==> src/rtl/seq_alu_pkg.sv <==
// seq_alu_core shared definitions:
// opcodes, FSM states, Booth select codes.
package seq_alu_pkg;

  localparam logic [2:0] OP_ADD  = 3'd0;
  localparam logic [2:0] OP_SUB  = 3'd1;
  localparam logic [2:0] OP_AND  = 3'd2;
  localparam logic [2:0] OP_OR   = 3'd3;
  localparam logic [2:0] OP_XOR  = 3'd4;
  localparam logic [2:0] OP_MUL  = 3'd5;
  localparam logic [2:0] OP_DIV  = 3'd6;
  localparam logic [2:0] OP_RSVD = 3'd7;

  typedef enum logic [1:0] {
    S_IDLE,
    S_EXEC,
    S_DONE
  } state_t;

  typedef enum logic [2:0] {
    BZ,
    BP1,
    BP2,
    BM1,
    BM2
  } booth_t;

endpackage

==> src/rtl/seq_alu_core_booth_r4_recoder.sv <==
// Radix-4 Booth recoder: multiplier triplet
// {b[2i+1], b[2i], b[2i-1]} to partial-product select.
module booth_r4_recoder
  import seq_alu_pkg::*;
(
  input  logic [2:0] trip,
  output booth_t     sel
);

  // Map the triplet onto {0, +A, +2A, -A, -2A}
  always_comb begin
    sel = BZ;
    unique case (trip)
      3'b001,
      3'b010:  sel = BP1;
      3'b011:  sel = BP2;
      3'b100:  sel = BM2;
      3'b101,
      3'b110:  sel = BM1;
      default: sel = BZ;
    endcase
  end

endmodule

==> src/rtl/seq_alu_core.sv <==
// Sequential ALU: 1-cycle logic/arith, Booth MUL,
// restoring DIV (built only with SEQ_ALU_DIV_EN).
module seq_alu_core
  import seq_alu_pkg::*;
#(
  parameter int WIDTH = 16
) (
  input  logic             clk,
  input  logic             rst,
  input  logic             start,
  input  logic [2:0]       op,
  input  logic [WIDTH-1:0] a,
  input  logic [WIDTH-1:0] b,
  output logic             busy,
  output logic             done,
  output logic [WIDTH-1:0] res_lo,
  output logic [WIDTH-1:0] res_hi,
  output logic             ovf,
  output logic             zero,
  output logic             div0,
  output logic             illegal
);

  localparam int CNT_W = $clog2(WIDTH) + 1;

  state_t           state;
  state_t           state_n;
  logic [CNT_W-1:0] cnt;
  logic [2:0]       op_q;
  logic [WIDTH-1:0] a_q;
  logic [WIDTH-1:0] q;
  logic [WIDTH+1:0] acc;
  logic             qm1;
  logic             last;
  logic             needs_exec;

  logic [WIDTH-1:0] add_s;
  logic [WIDTH-1:0] sub_s;
  logic [WIDTH-1:0] alu_lo;
  logic             alu_ovf;
  logic             alu_ill;

  logic [WIDTH+1:0] a_ext;
  logic [WIDTH+1:0] pp;
  logic [WIDTH+1:0] msum;
  logic [WIDTH+1:0] acc_n;
  logic [WIDTH-1:0] q_n;
  booth_t           bsel;

`ifdef SEQ_ALU_DIV_EN
  logic [WIDTH-1:0] b_q;
  logic [WIDTH-1:0] rem;
  logic [WIDTH:0]   trial;
  logic             ge;
  logic [WIDTH-1:0] rem_n;
  logic [WIDTH-1:0] quo_n;

  assign trial = {rem, q[WIDTH-1]} - {1'b0, b_q};
  assign ge    = ~trial[WIDTH];
  assign rem_n = ge ? trial[WIDTH-1:0]
                    : {rem[WIDTH-2:0], q[WIDTH-1]};
  assign quo_n = {q[WIDTH-2:0], ge};

  assign needs_exec = (op == OP_MUL) ||
                      (op == OP_DIV && b != '0);
`else
  assign needs_exec = (op == OP_MUL);
`endif

  assign last  = (cnt == CNT_W'(1));
  assign add_s = a + b;
  assign sub_s = a - b;

  // Booth step: two guard bits keep acc +/- 2A exact
  assign a_ext = {{2{a_q[WIDTH-1]}}, a_q};
  assign msum  = acc + pp;
  assign acc_n = {{2{msum[WIDTH+1]}}, msum[WIDTH+1:2]};
  assign q_n   = {msum[1:0], q[WIDTH-1:2]};

  booth_r4_recoder u_rec (
    .trip ({q[1], q[0], qm1}),
    .sel  (bsel)
  );

  // Partial product selected by the recoder
  always_comb begin
    pp = '0;
    unique case (bsel)
      BP1:     pp = a_ext;
      BP2:     pp = {a_ext[WIDTH:0], 1'b0};
      BM1:     pp = ~a_ext + 1'b1;
      BM2:     pp = ~{a_ext[WIDTH:0], 1'b0} + 1'b1;
      default: pp = '0;
    endcase
  end

  // Single-cycle results and opcode legality
  always_comb begin
    alu_lo  = '0;
    alu_ovf = 1'b0;
    alu_ill = 1'b0;
    unique case (op)
      OP_ADD: begin
        alu_lo  = add_s;
        alu_ovf = (a[WIDTH-1] == b[WIDTH-1]) &&
                  (add_s[WIDTH-1] != a[WIDTH-1]);
      end
      OP_SUB: begin
        alu_lo  = sub_s;
        alu_ovf = (a[WIDTH-1] != b[WIDTH-1]) &&
                  (sub_s[WIDTH-1] != a[WIDTH-1]);
      end
      OP_AND: alu_lo = a & b;
      OP_OR:  alu_lo = a | b;
      OP_XOR: alu_lo = a ^ b;
      OP_MUL: alu_lo = '0;
`ifdef SEQ_ALU_DIV_EN
      OP_DIV: alu_lo = '0;
`endif
      default: alu_ill = 1'b1;
    endcase
  end

  // FSM state register
  always_ff @(posedge clk or posedge rst) begin
    if (rst) state <= S_IDLE;
    else     state <= state_n;
  end

  // FSM next-state logic
  always_comb begin
    state_n = state;
    unique case (state)
      S_IDLE:
        if (start)
          state_n = needs_exec ? S_EXEC : S_DONE;
      S_EXEC:
        if (last) state_n = S_DONE;
      S_DONE:  state_n = S_IDLE;
      default: state_n = S_IDLE;
    endcase
  end

  // FSM outputs
  always_comb begin
    busy = (state != S_IDLE);
    done = (state == S_DONE);
  end

  // Operand latching, iterations and result registers
  always_ff @(posedge clk or posedge rst) begin
    if (rst) begin
      cnt     <= '0;
      op_q    <= '0;
      a_q     <= '0;
      q       <= '0;
      acc     <= '0;
      qm1     <= 1'b0;
      res_lo  <= '0;
      res_hi  <= '0;
      ovf     <= 1'b0;
      zero    <= 1'b0;
      div0    <= 1'b0;
      illegal <= 1'b0;
`ifdef SEQ_ALU_DIV_EN
      b_q     <= '0;
      rem     <= '0;
`endif
    end else if (state == S_IDLE) begin
      if (start) begin
        op_q    <= op;
        a_q     <= a;
        res_lo  <= alu_lo;
        res_hi  <= '0;
        ovf     <= alu_ovf;
        zero    <= (alu_lo == '0);
        div0    <= 1'b0;
        illegal <= alu_ill;
        if (op == OP_MUL) begin
          zero <= 1'b0;
          acc  <= '0;
          q    <= b;
          qm1  <= 1'b0;
          cnt  <= CNT_W'(WIDTH / 2);
        end
`ifdef SEQ_ALU_DIV_EN
        if (op == OP_DIV) begin
          zero <= 1'b0;
          if (b == '0) begin
            div0   <= 1'b1;
            res_lo <= '1;
            res_hi <= a;
          end else begin
            rem <= '0;
            q   <= a;
            b_q <= b;
            cnt <= CNT_W'(WIDTH);
          end
        end
`endif
      end
    end else if (state == S_EXEC) begin
      cnt <= cnt - 1'b1;
      if (op_q == OP_MUL) begin
        acc <= acc_n;
        q   <= q_n;
        qm1 <= q[1];
        if (last) begin
          res_lo <= q_n;
          res_hi <= acc_n[WIDTH-1:0];
          zero   <= (q_n == '0);
        end
      end
`ifdef SEQ_ALU_DIV_EN
      else begin
        rem <= rem_n;
        q   <= quo_n;
        if (last) begin
          res_lo <= quo_n;
          res_hi <= rem_n;
          zero   <= (quo_n == '0);
        end
      end
`endif
    end
  end

endmodule

==> config.mk <==
export PLATFORM = sky130hd
export DESIGN_NAME = seq_alu_core
export DESIGN_NICKNAME = d
export VERILOG_FILES = /design/src/rtl/seq_alu_pkg.sv /design/src/rtl/seq_alu_core_booth_r4_recoder.sv /design/src/rtl/seq_alu_core.sv
export SDC_FILE = /design/constraint.sdc
export NUM_CORES = 1
export LEC_CHECK = 0
export CAP_MARGIN = 10
export CORE_MARGIN = 2
export CORE_UTILIZATION = 60
export CTS_BUF_LIST = sky130_fd_sc_hd__clkbuf_8
export CTS_CLUSTER_SIZE = 10
export DETAILED_ROUTE_END_ITERATION = 8
export PLACE_DENSITY_LB_ADDON = 0.1
export REMOVE_ABC_BUFFERS = 1
export SLEW_MARGIN = 25
export SYNTH_ARGS = -nofsm -noshare
export SYNTH_HDL_FRONTEND = slang
export SYNTH_SLANG_ARGS = --single-unit
==> constraint.sdc <==
create_clock -name clk -period 5.5 [get_ports clk]
set_input_delay 0.55 -clock clk [delete_from_list [all_inputs] [get_ports clk]]
set_output_delay 0.55 -clock clk [all_outputs]
set_load 0.005 [all_outputs]
==> metrics.csv, run 1 <==
metric,value,unit
crit_chain,nor3_1 > nand3_1 > or4_1 > or3_1 > nand2_1 > xnor2_1 > a221oi_1 > nor2_1 > ha_1 > nand3_1 > or2_2 > o221ai_1 > a31o_2 > xor2_1 > xnor2_1 > o31ai_1,
path_buffers,0,
slew_viol_final,0,
timing.fmax,0.2251,GHz
ys.flop_type,dfrtp_1,
syn_area,0.008071,mm²
cts_buffers,9,
syn2layout_area_growth,12.73,%
timing.final.hold_violations,0,
place_ws,1125,ps
max_slew_margin,31.76,%
top_area_cell,dfrtp_1,
dp_hpwl,16530,µm
drv_cap,0,
nets,1154,
numPortBuffers,74,
total_power,0.004454,W
ant_nets,0,
clock_skew,13.40,ps
p_leak,4.085,nW
most_common_cell,nand2_1,
ys_chip_area,0.008071,mm²
die-area,0.01440,mm²
endpoint_kind,flop,
yosysSeqAreaShare,29.14,%
run_status,"finished, final reports clean",
ys.warnings.count,0,
clkSinkCount,94,
min_period,4443,ps
grt_max_degree,59,
final_layout_size_suffix_gt1_share,6.185,%
grt_pass1_vias,6999,
die_y,120.0,µm
post_cts_buffers,0,
netlist_top_cells_count,"118 x nand2_1, 94 x dfrtp_1, 80 x a21oi_1, 79 x nor2_1, 68 x o21ai_0",
fillCellCount,1118,
synthTopCellsByArea,"dfrtp_1 29%, ha_1 10%, nand2_1 5.5%, a21oi_1 5.0%, o21ai_0 4.2%",
diodes,0,
holdCritPathClass,reg2reg,
worst_path_largest_cell_delay,500,ps
drt_pass1_iterations,5,
worstRegToRegCells,16,
edf_count,0,
initial_core_util,61.19,%
crit_family,simple AND/OR/NAND/NOR gates,
clockRootBuffer,clkbuf_8,
ys_cells,1012,
rr_endpoint,res_hi[15],
fin_ws,1057,ps
r2r_slack,1060,ps
required,5780,ps
die_x,120.0,µm
cts-resized-gates,0,
critPathLaunchType,flop,
clk_pin_slew_worst_paths,90,ps
htree_levels,3,
drc,0,
finalCritPeriodShare,80.77,%
num_io_pins,76,
antenna_found_initial,0,
min_delay_worst_endpoint,res_hi[5],
synth_cell_types,76,
grt-ovfl-total,0,
netlist.area_leader.share,29.14,%
place_congestion,1.041,
hp-start,res_hi[5],
ir_drop,192.0,µV
worst_pin_slew,1016,ps
instances_no_fill,1227,
tool_warnings,57,
setup_viol,0,
cts_tree,done,
worstReg2RegStart,a_q[5],
critPathSlowestCell,or4_1,
numSynthFlops,94,
dpl_cell_area,0.008892,mm²
whs_path_depth,2,
rsz0062_at_grt,no,
grt_pass1_wl,35670,µm
clockBufferDepth,2,
async_flop_share,100.0,%
crit_arrival,4730,ps
syn_area_per_cell,7.976,µm²
worst-setup-path-type,reg2reg,
viasPerCell,6.223,
path_max_fanout,7,
p_per_area,489.5,mW/mm²
drt-initial-drc-count,739,
postCtsHoldBufs,0,
dp_cells,1210,
final_cell_area,0.009099,mm²
synthCells,1012,
==> run 1: final cells by class <==
type	count	area (µm²)	area share (%)
Multi-Input combinational cell	784	5220	57.37
Clock inverter	7	55.05	0.6051
Clock buffer	9	123.9	1.361
Sequential cell	94	2352	25.85
Inverter	69	261.5	2.874
Tap cell	176	220.2	2.420
Timing Repair Buffer	88	865.8	9.516
==> run 1: per-layer routing <==
metal  vias to the layer above  track usage [%]  wire length (µm)
met5                         -                0                 0
met3                        43            4.373              1521
li1                       3690                -                 -
met4                         0            11.69               687
met2                       318            48.72             10260
met1                      3585            42.64              9541
==> run 1: state kept, by name (all words and copies together), names as in the netlist, 2 cells and up <==
signal / flops
state: 2
res_hi: 16
res_lo: 16
a_q: 16
op_q: 3
acc: 16
q: 16
cnt: 5
==> run 1: worst min-delay path: stages (launching register included) <==
cell,delay (ps)
dfrtp_1,350
nand2_1,50
nand2_1,50
==> run 1: per-stage QoR <==
stage,TNS (ps),hold slack [ps]
floorplan,-102.3,441.2
finish,0,474.3
CTS,0,485.4
global placement,0,453.7
detailed placement,0,463.5
global route,0,501.1
==> run 1: placed cells by master, fill, tap and decap left out, types with 5 or more instances in the layout <==
| master | instances |
|---|---|
| a221oi_1 | 12 |
| xor2_1 | 14 |
| nand2b_1 | 6 |
| and3_1 | 10 |
| buf_4 | 13 |
| o22ai_1 | 10 |
| or4_1 | 5 |
| a21o_1 | 15 |
| clkbuf_8 | 9 |
| ha_1 | 67 |
| a31oi_1 | 19 |
| nand2_1 | 118 |
| o31ai_1 | 18 |
| dfrtp_1 | 94 |
| and2_1 | 16 |
| o211ai_1 | 12 |
| inv_1 | 66 |
| a22oi_1 | 13 |
| mux2_2 | 18 |
| a21oi_1 | 80 |
| nor4_1 | 7 |
| nor2b_1 | 12 |
| mux2i_1 | 14 |
| nor2_1 | 78 |
| clkdlybuf4s50_1 | 74 |
| nor3_1 | 24 |
| a211oi_1 | 9 |
| o21ai_0 | 68 |
| nand3_1 | 19 |
| xnor2_1 | 26 |
| o221ai_1 | 5 |
==> run 1: report_power, final <==
group	internal [W]	switching, W	leakage [nW]
sequential	0.000971	0.000287	1.18
clock	0.000170	0.000262	0.0919
combinational	0.00119	0.00157	2.82
total	0.00233	0.00212	4.09
==> run 1: worst max path at each step <==
stage | start | end | depth (start not counted)
finish | a_q[5] | res_hi[15] | 16
detailed placement | a_q[5] | res_hi[15] | 16
floorplan | state[0] | zero | 9
global placement | b[0] | zero | 12
CTS | a_q[5] | res_hi[15] | 16
global route | a_q[5] | res_hi[15] | 16
==> run 1: cell families (layout without fill, tap and decap cells) <==
kind of cell	count (synthesis)	after routing	share of synthesized area [%]
compound gates	322	322	26.23
fa+ha+maj	70	70	11.13
simple gates	319	319	18.35
mux	32	32	4.247
flops	94	94	29.14
buf+inv	134	173	6.511
other cells	1	1	0.04646
xor+xnor	40	40	4.340
Run 1, metal layers overlaid:
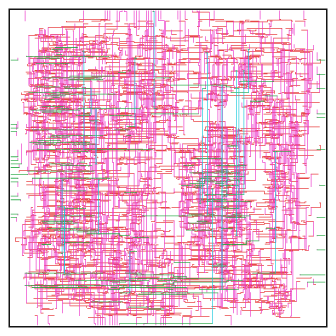
color	layer	wire length
red	met1	9540 µm
green	met3	1520 µm
cyan	met4	688 µm
magenta	met2	10300 µm
via count: 7636
GRT Total Usage: 30.74%
Routed WL: 22010 µm
Routed WL per cell: 17.94 µm

Run 1, cell classes on the final placement:
Fill, decap, tap and diode cells in gray.
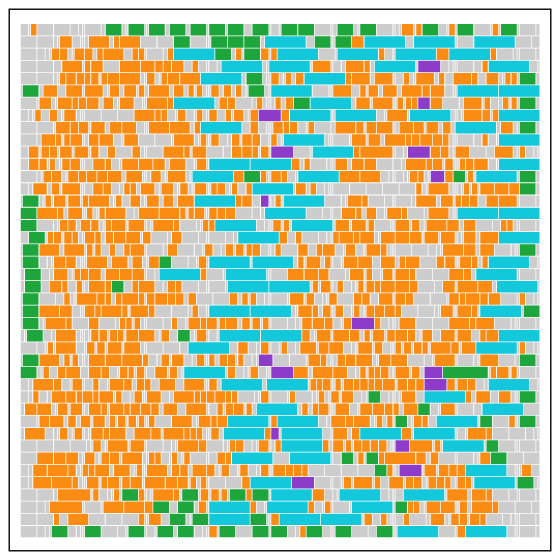
color	class	cells	share of their area
orange	all other logic	853	62%
cyan	flip-flops	94	26%
purple	clock drivers and dummy loads	16	2.0%
green	other buffers and delay cells	88	9.8%
Core Area: 0.01319 mm²
Util after Layout: 68.98%
flop share of the area: 25.85%
row count: 42

Run 1, clock distribution:
The bar under the picture is 20 µm long.
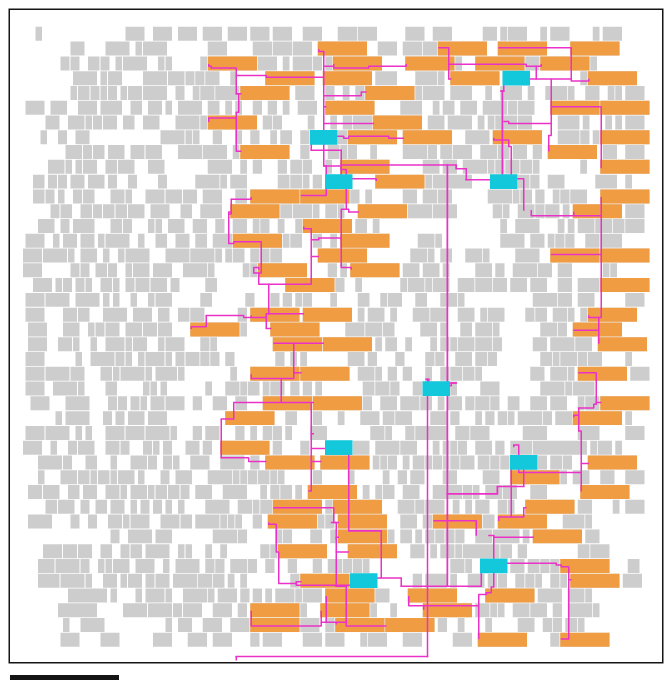
[magenta] clock wires | length: 1120 µm
[orange] flip-flops | count: 94
[cyan] cells driving clock nets | count: 9
routed clock nets	10
clk_lat worst skew: 380 ps
P_clk: 0.000431 W
clock share of power: 9.7%

Run 1, I/O pins on the die edge:
Pins as bars across the die edge, other pins in gray.
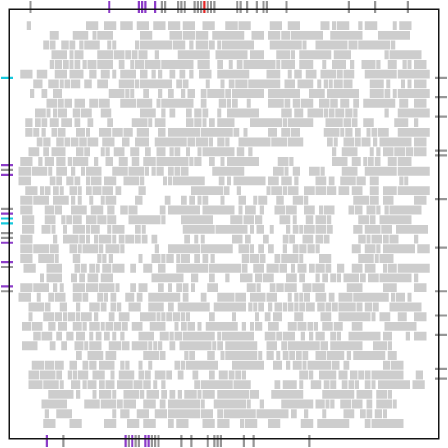
color	port	pins	direction	edge
cyan	`op`	3	input	left
red	`zero`	1	output	top
purple	`a`	16	input	6 left, 5 bottom, 5 top
all pins by edge	28 top, 21 bottom, 15 left, 12 right

Run 1, cell placement:
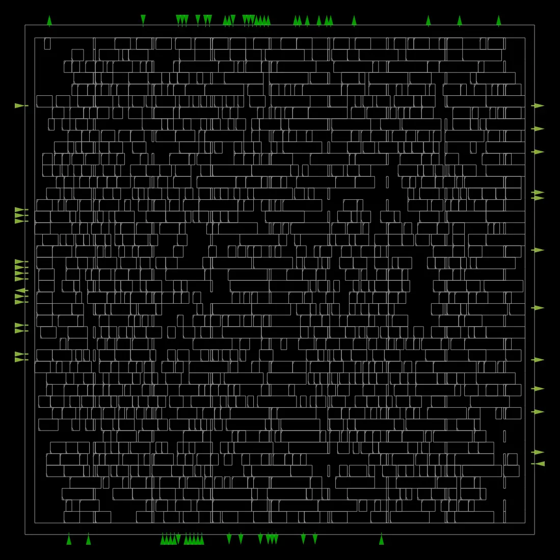

==> run 2: changes to the inputs <==
==> constraint.sdc (replaced) <==
create_clock -name clk -period 4.35 [get_ports clk]
set_input_delay 0.435 -clock clk [delete_from_list [all_inputs] [get_ports clk]]
set_output_delay 0.435 -clock clk [all_outputs]
set_load 0.005 [all_outputs]
Run 2, cell placement:
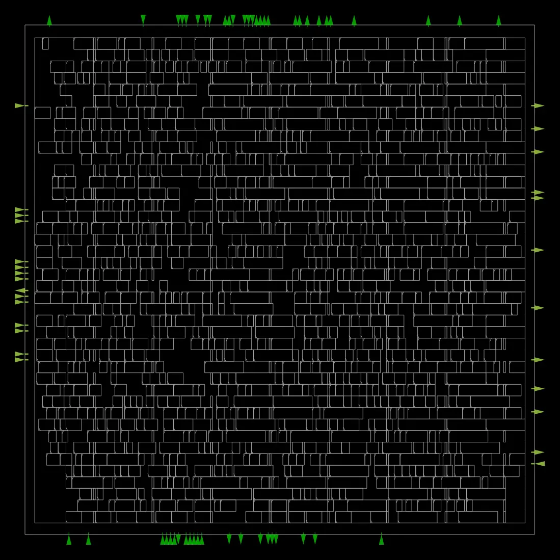
Filler cells: 1101
Final Non-Filler Cells: 1244

Run 2, cell classes on the final placement:
Fill, decap, tap and diode cells in gray.
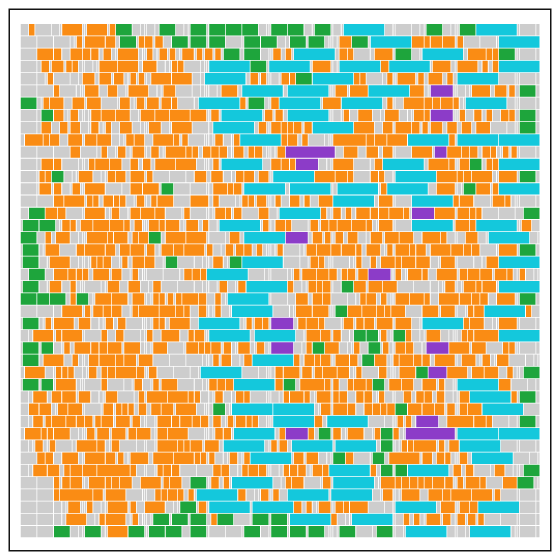
flop share of the area: 25.32%
design area: 0.009289 mm²

Run 2, clock distribution:
The bar under the picture is 20 µm long.
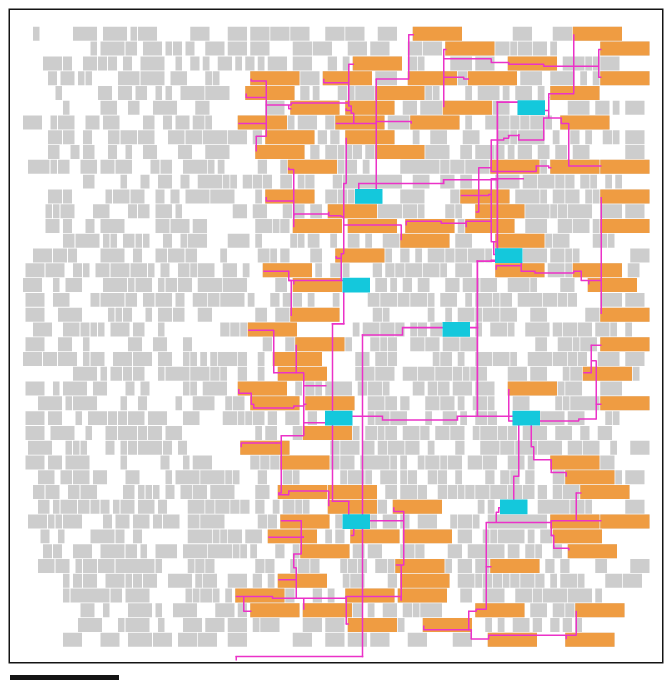
clk_skew: 15.39 ps
P_clk: 0.000672 W

==> run 2 against run 1 <==
Against the previous run:
- sequential cell count stayed put
- utilization is 1.4 points higher
- clock power is 56% higher
- clock-buffer cell count is 2 higher
- highest routed layer unchanged
- critical endpoint is now acc[14]
- register-to-register slack worse by 710 ps
- clock skew is 2.0 ps higher
- cell area is 2.1% higher
- non-clock buffer count is 18 higher
- sequential share of layout area is 0.53 points lower
- largest power group unchanged
==> metrics.csv, run 2 <==
metric,value,unit
run_status,"finished, final reports clean",
finalCritPeriodShare,92.08,%
drc,0,
clk_pin_slew_worst_paths,100,ps
grt_pass1_vias,7266,
htree_levels,3,
yosysSeqAreaShare,29.14,%
ys_cells,1012,
wire_per_inst,18.16,µm
synthCells,1012,
timing.fmax,0.2496,GHz
cts_buffers,9,
most_common_cell,nand2_1,
dp_cells,1229,
nets,1172,
worst_pin_slew,1092,ps
finalSetupTns,0,ps
p_int,0.003166,W
hold_slack,474.4,ps
clockRootBuffer,clkbuf_8,
dp_hpwl,16810,µm
drt-initial-drc-count,635,
setup_viol,0,
edf_count,0,
clkLatencyLatePin,380,ps
critPathLaunchType,flop,
dpl_cell_area,0.009035,mm²
p_switching,0.002668,W
p_per_area,628.1,mW/mm²
syn_area,0.008071,mm²
viasPerCell,6.270,
path_buffers,1,
crit_family,simple AND/OR/NAND/NOR gates,
fp-row-count,42,
final_layout_size_suffix_gt1_share,8.052,%
numPortBuffers,74,
utilization,70.42,%
drt-total-wl,22590,µm
num_io_pins,76,
grt_max_degree,77,
power_frac_clock,11.5,%
crit_arrival,4260,ps
clkSinkCount,94,
comb_power_share,61.2,%
gr-usage-all-layers,31.75,%
ys.warnings.count,0,
p_seq_share,27.3,%
syn2layout_area_growth,15.08,%
clockBufferDepth,2,
place_congestion,0.9678,
ys.flop_type,dfrtp_1,
required,4610,ps
drt_pass1_iterations,5,
ant_nets,0,
worst-setup-path-type,reg2reg,
p_leak,4.190,nW
die_y,120.0,µm
cts_tree,done,
swShare,45.73,%
die_x,120.0,µm
crit_chain,inv_1 > ha_2 > nand3_1 > or4_1 > or3_1 > nand2_1 > xnor2_1 > a221oi_1 > nor2_1 > ha_1 > nand3_1 > or2_2 > o221ai_1 > a21oi_1 > xor2_1 > nor2_1 > mux2_2,
layout_top_cells,"118 x nand2_1, 94 x dfrtp_1, 80 x a21oi_1",
netlist_top_cells_count,"118 x nand2_1, 94 x dfrtp_1, 80 x a21oi_1, 79 x nor2_1, 68 x o21ai_0",
logic_area,0.005241,mm²
post_cts_buffers,0,
antenna_found_initial,0,
max_slew_margin,26.66,%
top_area_cell,dfrtp_1,
regArea,0.002352,mm²
initial_core_util,61.19,%
holdCritPathClass,reg2reg,
timing.final.hold_violations,0,
worst_path_largest_cell_delay,480,ps
die-area,0.01440,mm²
syn_area_per_cell,7.976,µm²
numSynthFlops,94,
final_common_cell,nand2_1,
netlist.area_leader.share,29.14,%
slew_viol_final,0,
vias,7800,
-- run 2: tightest hold or removal path: cells and delay by family (launching register included) --
kind | cells | cell delay (ps)
and+or+nand+nor | 2 | 90
DFF | 1 | 360
-- run 2: per-stage QoR --
| stage | power (W) | setup slack [ps] |
|---|---|---|
| after global routing | 0.006328 | -9.510 |
| after floorplan | 0.003904 | -1252 |
| after detailed placement | 0.005091 | 91.43 |
| final | 0.005835 | 344.3 |
| after global placement | 0.005028 | 187.9 |
| after CTS | 0.005777 | 197.8 |
-- run 2: worst paths after layout --
| kind | from | to | slack [ps] | depth (start not counted) |
|---|---|---|---|---|
| max | a_q[1] | acc[14] | 340 | 17 |
| min | res_hi[8] | res_hi[8] | 470 | 2 |
| max reg2reg | a_q[1] | acc[14] | 340 | 17 |
| min reg2reg | res_hi[8] | res_hi[8] | 470 | 2 |
| max in group asynchronous | rst | q[13] | 3060 | 3 |
| min in group asynchronous | rst | cnt[1] | 550 | 2 |
-- run 2: final cells by class --
type,count,share of cell area [%]
Clock inverter,4,0.8486
Timing Repair Buffer,106,10.56
Tap cell,176,2.371
Inverter,69,2.842
Sequential cell,94,25.32
Clock buffer,11,1.630
Multi-Input combinational cell,784,56.43
-- run 2: cells by family after synthesis --
logic type | count (synthesis) | share of synthesized area (%)
AOI/OAI and AO/OA | 322 | 26.23
other | 1 | 0.04646
xor gates and xnor gates | 40 | 4.340
adders and majority gates | 70 | 11.13
DFF | 94 | 29.14
muxes | 32 | 4.247
and+or+nand+nor | 319 | 18.35
buffers and inverters | 134 | 6.511
-- run 2: repair_timing --
action | in CTS | in global routing
resized | 0 | 4
hold buffers | 0 | 0
setup endpoints to repair | 0 | 3
-- run 2: metal layers --
metal  vias up  GRT usage [%]  wire length, µm
met2       302          50.46            10550
li1       3726              -                -
met4         0          12.79              677
met5         -              0                0
met1      3727          44.23             9941
met3        45          3.517             1418
-- run 2: power groups by stage --
| stage | logic (W) | clock network (W) | registers (W) |
|---|---|---|---|
| 3_3_place_gp | 0.00344 | 0 | 0.00158 |
| 4_1_cts | 0.00352 | 0.000674 | 0.00158 |
| 2_1_floorplan | 0.00234 | 0 | 0.00156 |
| 5_1_grt | 0.00399 | 0.000701 | 0.00164 |
| 3_5_place_dp | 0.00349 | 0 | 0.00160 |
| 6_report | 0.00357 | 0.000672 | 0.00159 |
Run 2, I/O pins on the die edge:
Pins as bars across the die edge, other pins in gray.
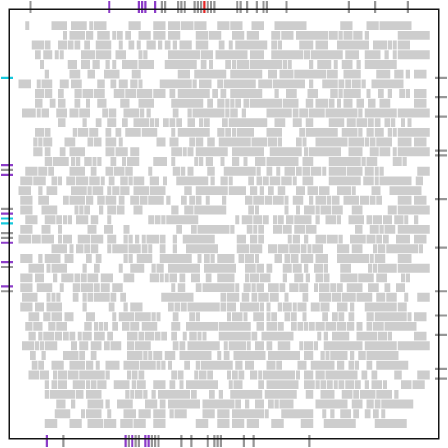

==> run 3: changes to the inputs <==
--- a/config.mk
+++ b/config.mk
@@ -12,7 +12,7 @@
 export CTS_CLUSTER_SIZE = 10
 export DETAILED_ROUTE_END_ITERATION = 8
 export PLACE_DENSITY_LB_ADDON = 0.1
-export REMOVE_ABC_BUFFERS = 1
+export SKIP_CTS_REPAIR_TIMING = 1
 export SLEW_MARGIN = 25
 export SYNTH_ARGS = -nofsm -noshare
 export SYNTH_HDL_FRONTEND = slang
Run 3, I/O pins on the die edge:
Pins as bars across the die edge, other pins in gray.
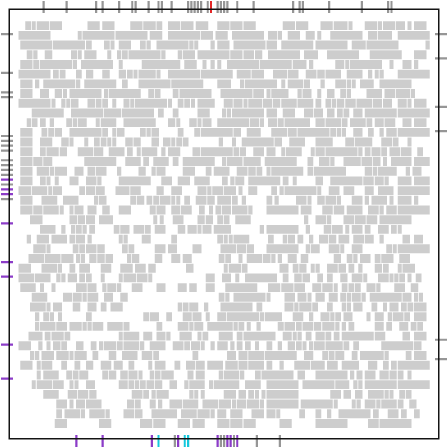
color	port	pins	direction	edge
red	`zero`	1	output	top
purple	`a`	16	input	8 bottom, 8 left
cyan	`op`	3	input	bottom

Run 3, metal layers overlaid:
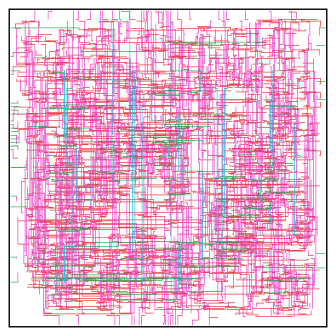
via count: 7997
Routed WL per cell: 19.67 µm
GRT Total Usage: 34.65%
Routed WL: 24680 µm

==> run 3 against run 2 <==
Against the previous run:
- cell area is 0.70% higher
- sequential power hardly changed
- first-iteration DRC count is 44% higher
- hold slack better by 8.1 ps
- non-clock buffer count is 10 higher
- synthesized cell count stayed put
- highest routed layer unchanged
==> metrics.csv, run 3 <==
metric,value,unit
run_status,"finished, final reports clean",
ant_nets,0,
htree_levels,3,
die-area,0.01440,mm²
ys.flop_type,dfrtp_1,
timing.fmax,0.2447,GHz
total_power,0.005893,W
crit_arrival,4370,ps
netlist.area_leader.share,29.14,%
async_flop_share,100.0,%
yosysSeqAreaShare,29.14,%
netlist_top_cells_count,"118 x nand2_1, 94 x dfrtp_1, 80 x a21oi_1, 79 x nor2_1, 68 x o21ai_0",
numSynthFlops,94,
die_y,120.0,µm
setup_viol,0,
finalSetupTns,0,ps
tool_warnings,58,
clockBufferDepth,2,
synth_nets,1120,
final_layout_size_suffix_gt1_share,8.990,%
grt-ovfl-total,0,
drt_pass1_iterations,5,
p_int,0.003089,W
cts_tree,done,
most_common_cell,nand2_1,
p_switching,0.002804,W
numPortBuffers,74,
swShare,47.58,%
ir_drop,340.6,µV
dp_hpwl,18940,µm
rsz0062_at_grt,no,
grt_pass1_wl,39160,µm
syn_area,0.008071,mm²
fp-row-count,42,
cts_buffers,9,
path_max_fanout,5,
synthCells,1012,
worst-setup-path-type,reg2reg,
critPathLaunchType,flop,
required,4630,ps
crit_family,simple AND/OR/NAND/NOR gates,
power_frac_clock,10.4,%
dp_cells,1239,
ys_chip_area,0.008071,mm²
die_x,120.0,µm
ys_cells,1012,
num_io_pins,76,
p_leak,4.237,nW
p_seq_share,27.2,%
drv_cap,0,
endpoint_kind,flop,
layout_top_cells,"118 x nand2_1, 94 x dfrtp_1, 80 x a21oi_1",
fin_ws,263.6,ps
regArea,0.002352,mm²
place_ws,130.2,ps
place_congestion,1.033,
clkLatencyLatePin,370,ps
viasPerCell,6.372,
worst_path_largest_cell_delay,470,ps
min_period,4086,ps
timing.final.hold_violations,0,
clockRootBuffer,clkbuf_8,
nets,1182,
clkSinkCount,94,
worst_pin_slew,822.7,ps
synth_cell_types,76,
drc,0,
holdCritPathClass,reg2reg,
crit_chain,inv_1 > ha_1 > nand3_1 > or4_1 > or3_1 > nand2_1 > xnor2_1 > a221oi_1 > nor2_1 > ha_1 > nand3_1 > or2_2 > o221ai_2 > a31o_2 > xor2_2 > xnor2_1 > o31ai_1,
grt_max_degree,59,
synthTopCellsByArea,"dfrtp_1 29%, ha_1 10%, nand2_1 5.5%, a21oi_1 5.0%, o21ai_0 4.2%",
syn_area_per_cell,7.976,µm²
syn2layout_area_growth,15.89,%
slew_viol_final,0,
clk_pin_slew_worst_paths,90,ps
antenna_found_initial,0,
ys.warnings.count,0,
path_buffers,1,
p_per_area,630.0,mW/mm²
edf_count,0,
top_area_cell,dfrtp_1,
drt-initial-drc-count,916,
finalCritPeriodShare,93.94,%
initial_core_util,61.19,%
logic_area,0.005244,mm²
critPathSlowestCell,or4_1,
grt_pass1_vias,7558,
comb_power_share,62.4,%
clock_skew,14.73,ps
coreArea,0.01319,mm²
max_slew_margin,44.44,%
final_common_cell,nand2_1,
diodes,0,
Run 3, cell placement:
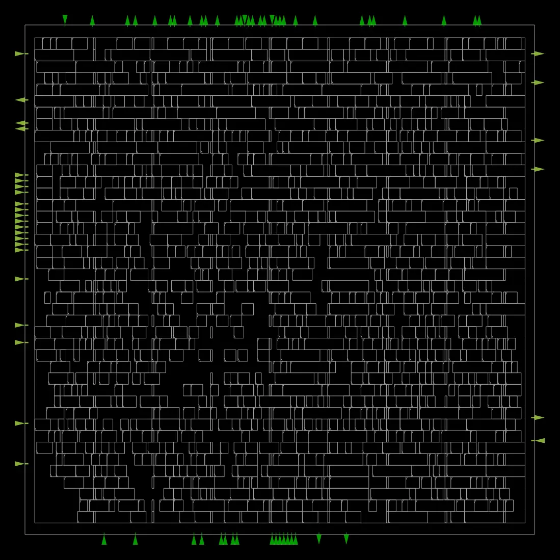
Filler cells: 1102
Final Non-Filler Cells: 1255

[run 3: logic make-up after synthesis]
kind of cell | after synthesis | synth area share (%)
AND/OR/NAND/NOR | 319 | 18.35
buffers and inverters | 134 | 6.511
adder cells (fa/ha/maj) | 70 | 11.13
other | 1 | 0.04646
flip-flops | 94 | 29.14
multiplexers | 32 | 4.247
AND-OR/OR-AND | 322 | 26.23
XOR/XNOR | 40 | 4.340
[run 3: layout make-up]
type                    instances  area share [%]
clock buffers                  11           1.619
clock inverters                 5          0.6019
inverters                      69           2.796
multi-input cells             784           56.06
flip-flops and latches         94           25.15
well taps                     176           2.354
repair buffers                116           11.42
[run 3: per-stage QoR]
step           area, µm²  util, %  hold slack [ps]
5_1_grt             9354    70.92            511.1
2_1_floorplan       8071        -            441.2
3_3_place_gp        9123    69.16            458.3
3_5_place_dp        9123    69.16            463.6
6_report            9354    70.92            482.4
4_1_cts             9330    70.74            485.4
[run 3: worst min-delay path, stage by stage (launching register included)]
cell and delay [ps]:
dfrtp_1 350, nand2_1 50, nand2_1 50
[run 3: worst paths after layout]
check                      depth (start not counted)      start         end  slack, ps
max                                               17     a_q[0]  res_hi[15]        260
min                                                2  res_hi[5]   res_hi[5]        480
max reg2reg                                       17     a_q[0]  res_hi[15]        260
min reg2reg                                        2  res_hi[5]   res_hi[5]        480
max in group asynchronous                          3        rst     illegal       3090
min in group asynchronous                          2        rst   res_lo[6]        490
[run 3: routing by layer]
metal	wire, µm	vias to the layer above	track usage, %
met4	1278	0	17.06
met5	0	-	0
met2	11680	367	57.24
met1	10270	3811	43.96
met3	1455	77	5.656
li1	-	3742	-
[run 3: power groups by stage]
stage / Clock (W) / Sequential [W] / Combinational, W
final: 0.000616 / 0.00160 / 0.00368
after detailed placement: 0 / 0.00160 / 0.00359
after CTS: 0.000624 / 0.00159 / 0.00361
after global routing: 0.000658 / 0.00165 / 0.00403
after floorplan: 0 / 0.00145 / 0.00253
after global placement: 0 / 0.00159 / 0.00352
No activity file was given, so power comes from the tool's default toggle rates.
